## src/rtl/quadrature_input_filter.sv

```systemverilog
// Synchronizes and glitch-filters the A/B encoder pins; enc follows a raw level after SYNC_STAGES+FILTER_CYCLES cycles.
// No backpressure: one sample per clock, step/err are registered alongside each enc update.
module quadrature_input_filter #(
  parameter int SYNC_STAGES   = 2,
  parameter int FILTER_CYCLES = 4,
  parameter int CNT_W         = 4
) (
  input  logic       clk,
  input  logic       reset,
  input  logic [1:0] enc_raw,
  input  logic       err_clr,
  output logic [1:0] enc,
  output logic       step,
  output logic       err
);

  localparam logic [CNT_W-1:0] CNT_MAX = CNT_W'(FILTER_CYCLES - 1);

  logic [1:0]       sync_q [SYNC_STAGES];
  logic [1:0]       sync_d [SYNC_STAGES];
  logic [CNT_W-1:0] cnt_q  [2];
  logic [CNT_W-1:0] cnt_d  [2];
  logic [1:0]       enc_q, enc_d;
  logic             step_q, step_d;
  logic             err_q, err_d;
  logic [1:0]       s;
  logic [1:0]       upd;

  assign s = sync_q[SYNC_STAGES-1];

  always_comb begin
    sync_d[0] = enc_raw;
    for (int j = 1; j < SYNC_STAGES; j++) begin
      sync_d[j] = sync_q[j-1];
    end
  end

  // A channel's count restarts whenever the synchronized sample agrees with enc again.
  always_comb begin
    upd = 2'b00;
    for (int i = 0; i < 2; i++) begin
      cnt_d[i] = cnt_q[i];
      if (s[i] == enc_q[i]) begin
        cnt_d[i] = '0;
      end else if (cnt_q[i] == CNT_MAX) begin
        cnt_d[i] = '0;
        upd[i]   = 1'b1;
      end else begin
        cnt_d[i] = cnt_q[i] + CNT_W'(1);
      end
    end
    enc_d  = enc_q ^ upd;
    step_d = upd[0] ^ upd[1];
    // A simultaneous two-bit jump beats a same-cycle clear.
    err_d  = (upd[0] & upd[1]) | (err_q & ~err_clr);
  end

  always_ff @(posedge clk or negedge reset) begin
    if (!reset) begin
      for (int j = 0; j < SYNC_STAGES; j++) begin
        sync_q[j] <= 2'b00;
      end
      cnt_q[0] <= '0;
      cnt_q[1] <= '0;
      enc_q    <= 2'b00;
      step_q   <= 1'b0;
      err_q    <= 1'b0;
    end else begin
      for (int j = 0; j < SYNC_STAGES; j++) begin
        sync_q[j] <= sync_d[j];
      end
      cnt_q[0] <= cnt_d[0];
      cnt_q[1] <= cnt_d[1];
      enc_q    <= enc_d;
      step_q   <= step_d;
      err_q    <= err_d;
    end
  end

  assign enc  = enc_q;
  assign step = step_q;
  assign err  = err_q;

endmodule

```

## config.mk

```make
export PLATFORM = sky130hd
export DESIGN_NAME = quadrature_input_filter
export DESIGN_NICKNAME = d
export VERILOG_FILES = /design/src/rtl/quadrature_input_filter.sv
export SDC_FILE = /design/constraint.sdc
export NUM_CORES = 1
export LEC_CHECK = 0
export CAP_MARGIN = 20
export CORE_UTILIZATION = 45
export CTS_CLUSTER_SIZE = 40
export DETAILED_ROUTE_END_ITERATION = 12
export PLACE_DENSITY = 0.76
export SYNTH_ARGS = -nofsm -noshare
export SYNTH_HDL_FRONTEND = slang
export SYNTH_SLANG_ARGS = --single-unit
export TNS_END_PERCENT = 1
```

## constraint.sdc

```tcl
create_clock -name clk -period 1.4 [get_ports clk]
set_input_delay 0.42 -clock clk [delete_from_list [all_inputs] [get_ports clk]]
set_output_delay 0.42 -clock clk [all_outputs]
set_load 0.02 [all_outputs]
```

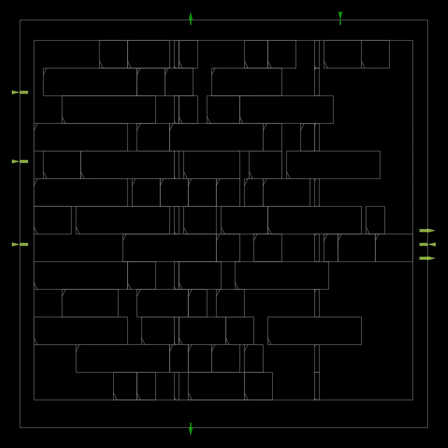
**Above:** run 1 (placement view).
non-filler instance count after layout: 81
fraction of standard cell area that is sequential: 0.4769
num tapcells: 15
number of flip-flops and latches: 16
final standard cell utilization of the core: 0.6372

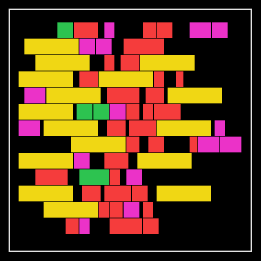
**Above:** run 1 (cells colored by class).
Scale: 6 px per um.
class	color	cells
clock drivers and dummy loads	green	4
remaining buffers and delay cells	magenta	15
remaining logic cells	red	31
registers	yellow	16
Core Region: 1318 um2
number of cell rows: 13
area of all placed cells without fillers: 839.6 um2

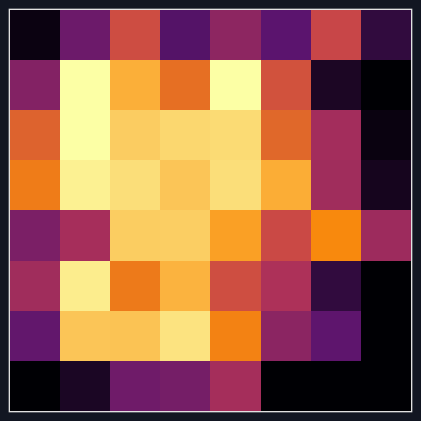
**Above:** run 1 (cell area per tile).
Scale: 10 px per um. 8 x 8 tiles, from black (low) to pale yellow (high), 0 to 100% covered.
fullest tile	100%
nearly empty tiles	11%
tiles over 75% full	31%

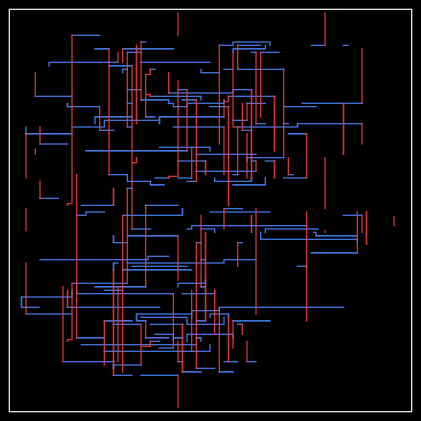
**Above:** run 1 (metal layers overlaid).
Scale: 10 px per um. Only two layers are drawn.
layer	color	wire length
M2	red	458 um
M1	blue	500 um
number of vias after detailed routing: 415
aggregate global-route resource usage: 0.1440

==> results.txt, run 1 <==
Implementation summary

The buffers plus inverters on the worst setup path is 1. The post-route met1 wirelength is around 500 um. The number of non-clock inverters is 1. In this run the post-CTS setup repair buffer count came out at 0. The startpoint identified for the worst hold timing path is sync_d[0]. The startpoint of the worst register-to-register path is cnt_q[0].

In the synthesized netlist, the cells that appear most often are 16 x sky130_fd_sc_hd__dfrtp_1, 4 x sky130_fd_sc_hd__a21oi_1, 4 x sky130_fd_sc_hd__nor2b_1. The synthesis warning total is 0. The wire-length estimate of the detail-placed layout is 704.5 um. According to the timing report, the data required time at the worst endpoint equals about 1 ns.

Walking the worst path, the cells encountered are clkdlybuf4s15_1. The flow reports power dissipated in combinational cells as 0.000491 W. The number of clock sinks seen by CTS is 16. The post-CTS resize count is 7. The initial antenna violation count is 0. Yosys mapped a number of flops with a built-in enable equal to 0. The final wirelength is 990 um.

Data on the critical path arrives at its endpoint at 0.92 ns. Dividing total power by cell area gives a power density of 1649 nW/um2. The count of buffers added on input and output ports is 8. The layout cell share with drive strength beyond 1 is 0.3182.

The script logs the mean routed wire length per placed instance as 12.22 um. The most popular library cell in the synthesized design by count is sky130_fd_sc_hd__dfrtp_1. The cell count after placement is between 70 and 80. At the placement stage, the worst setup path has a slack of 0.04483 ns. The fraction of cell area in multi-input combinational cells is reported as 0.3130. The met2 global-route usage is 0.1895. met1 track demand over resource after global routing is 0.2169. The part of the power in registers is 0.434. From the final report, the count of setup violators was given as 0. In this run the power spent charging and discharging nets is roughly 0.00042 W.

The clock share of power is 0.211. The global-route congestion overflow total is 0. Across the routed clock network, the largest skew measured is ~0.00047 ns. Summing all multiplexer cells gives an area fraction of 0.03448. The design internal power is 0.0009665 W. STA classifies the critical path endpoint as an output pin. The area of placed instances is between 800 and 900 um2. The fraction of met3 tracks used by global routing is 0.05000.

The sum of met2 wire segment lengths after detailed routing is 457 um. In this run, the synthesized area fraction spent on xor and xnor cells is recorded as 0.02682. The post-detailed-route DRC marker count is 0. After layout, the buffer instance count without clock buffers stands at 15. The initial core utilization is 0.4957. Routability-driven placement finished with a final weighted congestion of 0.7629. The final layout contains 75 nets. The area share of the largest cell type after synthesis is 0.6130. The depth of the worst register-to-register path is 5. Across all setup checks in the final design, the least slack found is about 0.063 ns. Averaged over all synthesized cells, the footprint is 13.90 um2. The number of cells traversed by the worst hold path is 0. TritonCTS built the clock tree. The chip area in the Yosys report is 653.1 um2.

The via count normalized by instance count is ~5.1. Per Yosys stat, the portion of area used by sequential elements is 0.6130. The end point of the most critical hold path is s[0]. The die covers 1608 um2.

The clock edge transition at the registers on the reported setup and hold paths is 0.09 ns. The flow ran to the end, and the final reports show no timing, DRC or antenna violations. The cell-mix breakdown from Yosys lists the simple-gate area share as 0.1877. The sequential group power is between 0.0006 and 0.0007 W. Looking at the area split, the leading class of cells is registers. Per the timing report, the most critical flop-to-flop path finishes at err. The die outline height is 40.10 um. The clock buffer count from CTS is 3.

The antenna diode instance count is 0.
[run 1: worst max path at each step]
| stage | cells past startpoint | startpoint | endpoint | slack, ns |
|---|---|---|---|---|
| after floorplan | 5 | cnt_q[4] | err | 0.07 |
| after global placement | 1 | register | enc[0] | 0.05 |
| after detailed placement | 1 | err | err | 0.04 |
| after CTS | 1 | err | err | 0.01 |
| after global routing | 4 | cnt_q[1] | step | -0.002 |
| final | 1 | step | step | 0.06 |
[run 1: worst register-to-register path, stage by stage (launching register included)]
cell                      delay, ns
sky130_fd_sc_hd__dfrtp_1       0.39
sky130_fd_sc_hd__ha_2          0.20
sky130_fd_sc_hd__nor3b_4       0.16
sky130_fd_sc_hd__nor2b_2       0.16
sky130_fd_sc_hd__ha_1          0.17
sky130_fd_sc_hd__a21o_1        0.14
==> run 2, diff against run 1 <==
--- a/config.mk
+++ b/config.mk
@@ -6,10 +6,10 @@
 export NUM_CORES = 1
 export LEC_CHECK = 0
 export CAP_MARGIN = 20
-export CORE_UTILIZATION = 45
+export CORE_UTILIZATION = 50
 export CTS_CLUSTER_SIZE = 40
 export DETAILED_ROUTE_END_ITERATION = 12
-export PLACE_DENSITY = 0.76
+export PLACE_DENSITY = 0.8
 export SYNTH_ARGS = -nofsm -noshare
 export SYNTH_HDL_FRONTEND = slang
 export SYNTH_SLANG_ARGS = --single-unit
==> constraint.sdc (replaced) <==
create_clock -name clk -period 1.7 [get_ports clk]
set_input_delay 0.51 -clock clk [delete_from_list [all_inputs] [get_ports clk]]
set_output_delay 0.51 -clock clk [all_outputs]
set_load 0.02 [all_outputs]
==> run 2 against run 1 <==
Compared with the run above:
- power down 23%
- die area down 9.5%
- sequential share of layout area up 2.1 points
- non-clock buffer count down 4
- via count down 4.6%
- sequential power down 14%
- highest routed layer unchanged
==> results.txt, run 2 <==
Implementation summary

The max-slew violation total from the final report is 0. Dividing the final minimum period by the clock period gives 0.9316. The area share of the largest cell type after synthesis is 0.6130. The maximum fanout count along the critical path is 5. The cell-mix breakdown from Yosys lists the XOR/XNOR area share as 0.02682. At the end of the flow, the number of nets in the layout was roughly 70. Dividing the detail-routed via count by the number of cells gives 5.211. Per the detail_route log, the uppermost layer with routed signals is met3. The initial antenna violation count came to 0.

The number of placement rows is 12. The placer's final routability congestion estimate is 0.6617. STA classifies the critical path startpoint as a register. The logic area is 249.0 um2. Post-CTS repair changed the size of 4 cells.

The total power per unit cell area is between 1000 and 1500 nW/um2. The routed wirelength on the met1 layer is recorded as 438 um. The category of the most critical setup path is reg2out.

On the final layout, the worst hold slack is 0.3582 ns. Clock tree synthesis found a total of 16 sinks. The wire length on met3 is 35 um. The cell leakage power is 0.3843 nW. The overall fraction of global-route tracks in use is 0.1599. The worst hold path terminates at s[0]. Of the post-synthesis cell area, the part taken by muxes is 0.03448.

Per the synthesis report, the AND-OR/OR-AND share of the synthesized area is 0.07471. The number of I/O port buffers is 8. The post-detailed-route DRC marker count is 0.

In the global route stage, met3 resource usage came out at 0.05233. In the detailed route, the total length drawn on met2 is 458 um. The number of synthesized flops with an enable pin is 0. The transition time at the pin with the least slew margin is ~0.25 ns. According to the I/O placement log, the pin count is 9. The initial core utilization is 0.5649. The met2 global-route usage is 0.2585. Yosys mapped the design onto 18 distinct sky130hd cell types. Warnings reported by Yosys during synthesis add up to 0. The number of global-route vias before repair is 408. The register share after synthesis is 0.6130.

The H-tree depth is 1. The total negative slack for setup checks is 0 ns. The synthesis report names the predominant flop master as sky130_fd_sc_hd__dfrtp_1. The number of iterations in the first detailed-routing pass is 4. The clock passes through at most 2 buffers.

The maximum operating frequency is 631.4 MHz. The data required time of the critical path is 1.19 ns. The post-synthesis cell type with the largest combined area is sky130_fd_sc_hd__dfrtp_1.

The latest clock arrival within the worst-skew pair is between 0.2 and 0.3 ns. Ranking logic cells in the layout by count gives the top entries 16 x sky130_fd_sc_hd__dfrtp_1, 4 x sky130_fd_sc_hd__a21oi_1, 4 x sky130_fd_sc_hd__nor2b_1, 4 x sky130_fd_sc_hd__clkdlybuf4s50_1, 4 x sky130_fd_sc_hd__dlygate4sd2_1. After global routing the overflow that remains totals 0. The startpoint of the worst register-to-register path is cnt_q[4]. In this run the critical path is formed by dlygate4sd2_1. The pin count of the biggest net entering global routing is 17.

The post-CTS hold buffer count recorded in the log is 0. The critical path's top delay family is flip-flops. The number of cells traversed by the worst hold path is 0. The most popular library cell in the synthesized design by count is sky130_fd_sc_hd__dfrtp_1.

The count of final setup violators is 0. The mean routed wirelength per cell is 12.26 um. The horizontal die dimension reported for this design is 38.14 um.

The clock edge transition at the registers on the reported setup and hold paths is 0.10 ns. The warning total across the stage logs is 26. The clock period could shrink to 1.584 ns. The residual antenna-violating net count after detailed routing is 0. In this run the full chip footprint comes out at ~1500 um2.

In this run the worst hold path is classified as reg2reg. The largest family of logic cells by area is simple AND/OR/NAND/NOR gates. The endpoint identified for the worst register-to-register timing path is err. The arrival time of data at the worst endpoint is listed as 1.07 ns. Yosys reported a register bit count of 16. Setup slack closes at between 0.1 and 0.15 ns. The peak supply drop is 0.0007834 V. In this run the post-CTS setup repair buffer count came out at 0. After synthesis the cells add up to approximately 650 um2. By area the synthesized netlist is led by sky130_fd_sc_hd__dfrtp_1 61%, sky130_fd_sc_hd__ha_1 5.7%, sky130_fd_sc_hd__nor2b_1 3.8%. The post-placement worst setup slack is 0.1578 ns. The flow ran to the end, and the final reports show no timing, DRC or antenna violations. The worst slew margin relative to its limit is 0.8349. The final worst clock skew is between 0.005 and 0.006 ns.

The number of cells on the worst reg-to-reg path is 5. The chip area line in the Yosys stat output reads 653.1 um2. The post-layout instance count excluding filler cells is 76. Among logic cells in the layout, the one with the most instances is sky130_fd_sc_hd__dfrtp_1. The via total after detailed routing is 396. The routing usage on met1 is 0.2008.

The area of placed instances is roughly 770 um2. Looking at hold timing, the worst path starts from sync_d[0]. The final wirelength is 932 um. The post-synthesis cell count is 47. The tree is rooted in a sky130_fd_sc_hd__clkbuf_4. The TritonCTS clock tree is built.

Per the final layout report, the fraction of cells sized above drive strength 1 comes to 0.1774. The cell count after placement is 72. Per the synthesis report, the simple-gate share of the synthesized area is 0.1877. The nature of the critical path endpoint is an output pin. The buffers plus inverters on the worst setup path is 1. By count the netlist is led by 16 x sky130_fd_sc_hd__dfrtp_1, 4 x sky130_fd_sc_hd__a21oi_1, 4 x sky130_fd_sc_hd__nor2b_1. The cell type of the slowest stage on the worst timing path is sky130_fd_sc_hd__dfrtp_1.

The mean cell area of the mapped netlist is roughly 14 um2. The design draws 0.001065 W. The timing report gives the biggest stage delay along the critical path as 0.44 ns. Per the synthesis report, the adder-cell share of the synthesized area is 0.05747. The antenna diode instance count is 0.

The floorplan net count is roughly 55. Of all flip-flops after synthesis, the portion carrying an async set or reset was 1.000. In this run the vertical extent of the chip is 38.14 um. CTS added clock buffers totalling 3.
[run 2: cell counts after synthesis]
Identical to the previous run, type by type.
[run 2: worst max-delay path by stage]
stage	startpoint	cells after the start	endpoint	slack, ns
detailed placement	register	1	enc[0]	0.16
global placement	register	1	enc[0]	0.17
floorplan	cnt_q[4]	5	err	0.37
global route	register	1	enc[0]	0.09
finish	register	1	enc[0]	0.12
CTS	register	1	enc[0]	0.11
[run 2: final cells by class]
class,count,area share
tap,14,0.02177
sequential,16,0.4977
multi-input combinational,30,0.3095
inverter,1,0.004666
clock buffer,4,0.04510
timing repair buffer,11,0.1213
[run 2: where the power goes]
part / switching [W] / internal [W] / total, W
Clock: 0.000115 / 0.000130 / 0.000245
Combinational: 0.000147 / 0.000155 / 0.000303
Sequential: 0.0000632 / 0.000454 / 0.000518
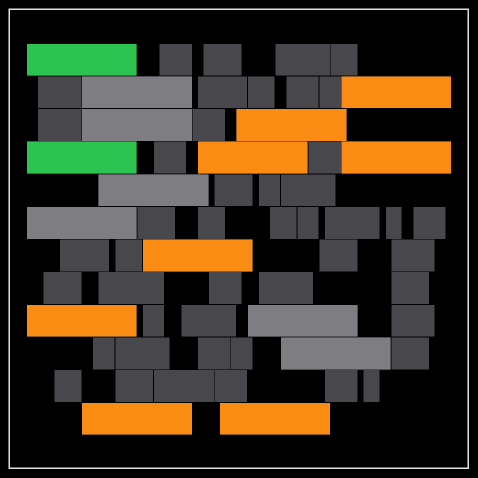
**Above:** run 2 (register map, names as in the netlist).
Scale: 12 px per um.
signal	color	placed flops
sync_d	green	2
cnt_q	orange	8
final standard cell utilization of the core: 0.6959
power drawn by the sequential cells: 0.000518 W
area of all sequential standard cells: 400.4 um2
fraction of standard cell area that is sequential: 0.4977

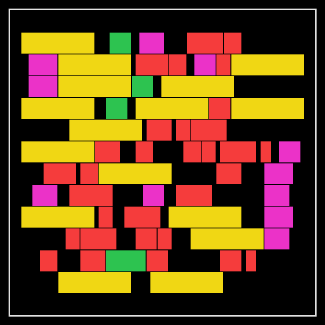
**Above:** run 2 (cells colored by class).
Scale: 8 px per um.
class	color	cells
remaining buffers and delay cells	magenta	11
remaining logic cells	red	31
clock drivers and dummy loads	green	4
registers	yellow	16
area of all placed cells without fillers: 804.5 um2
Core Region: 1156 um2

Power figures rest on the tool's default switching activity, not on a simulated workload.
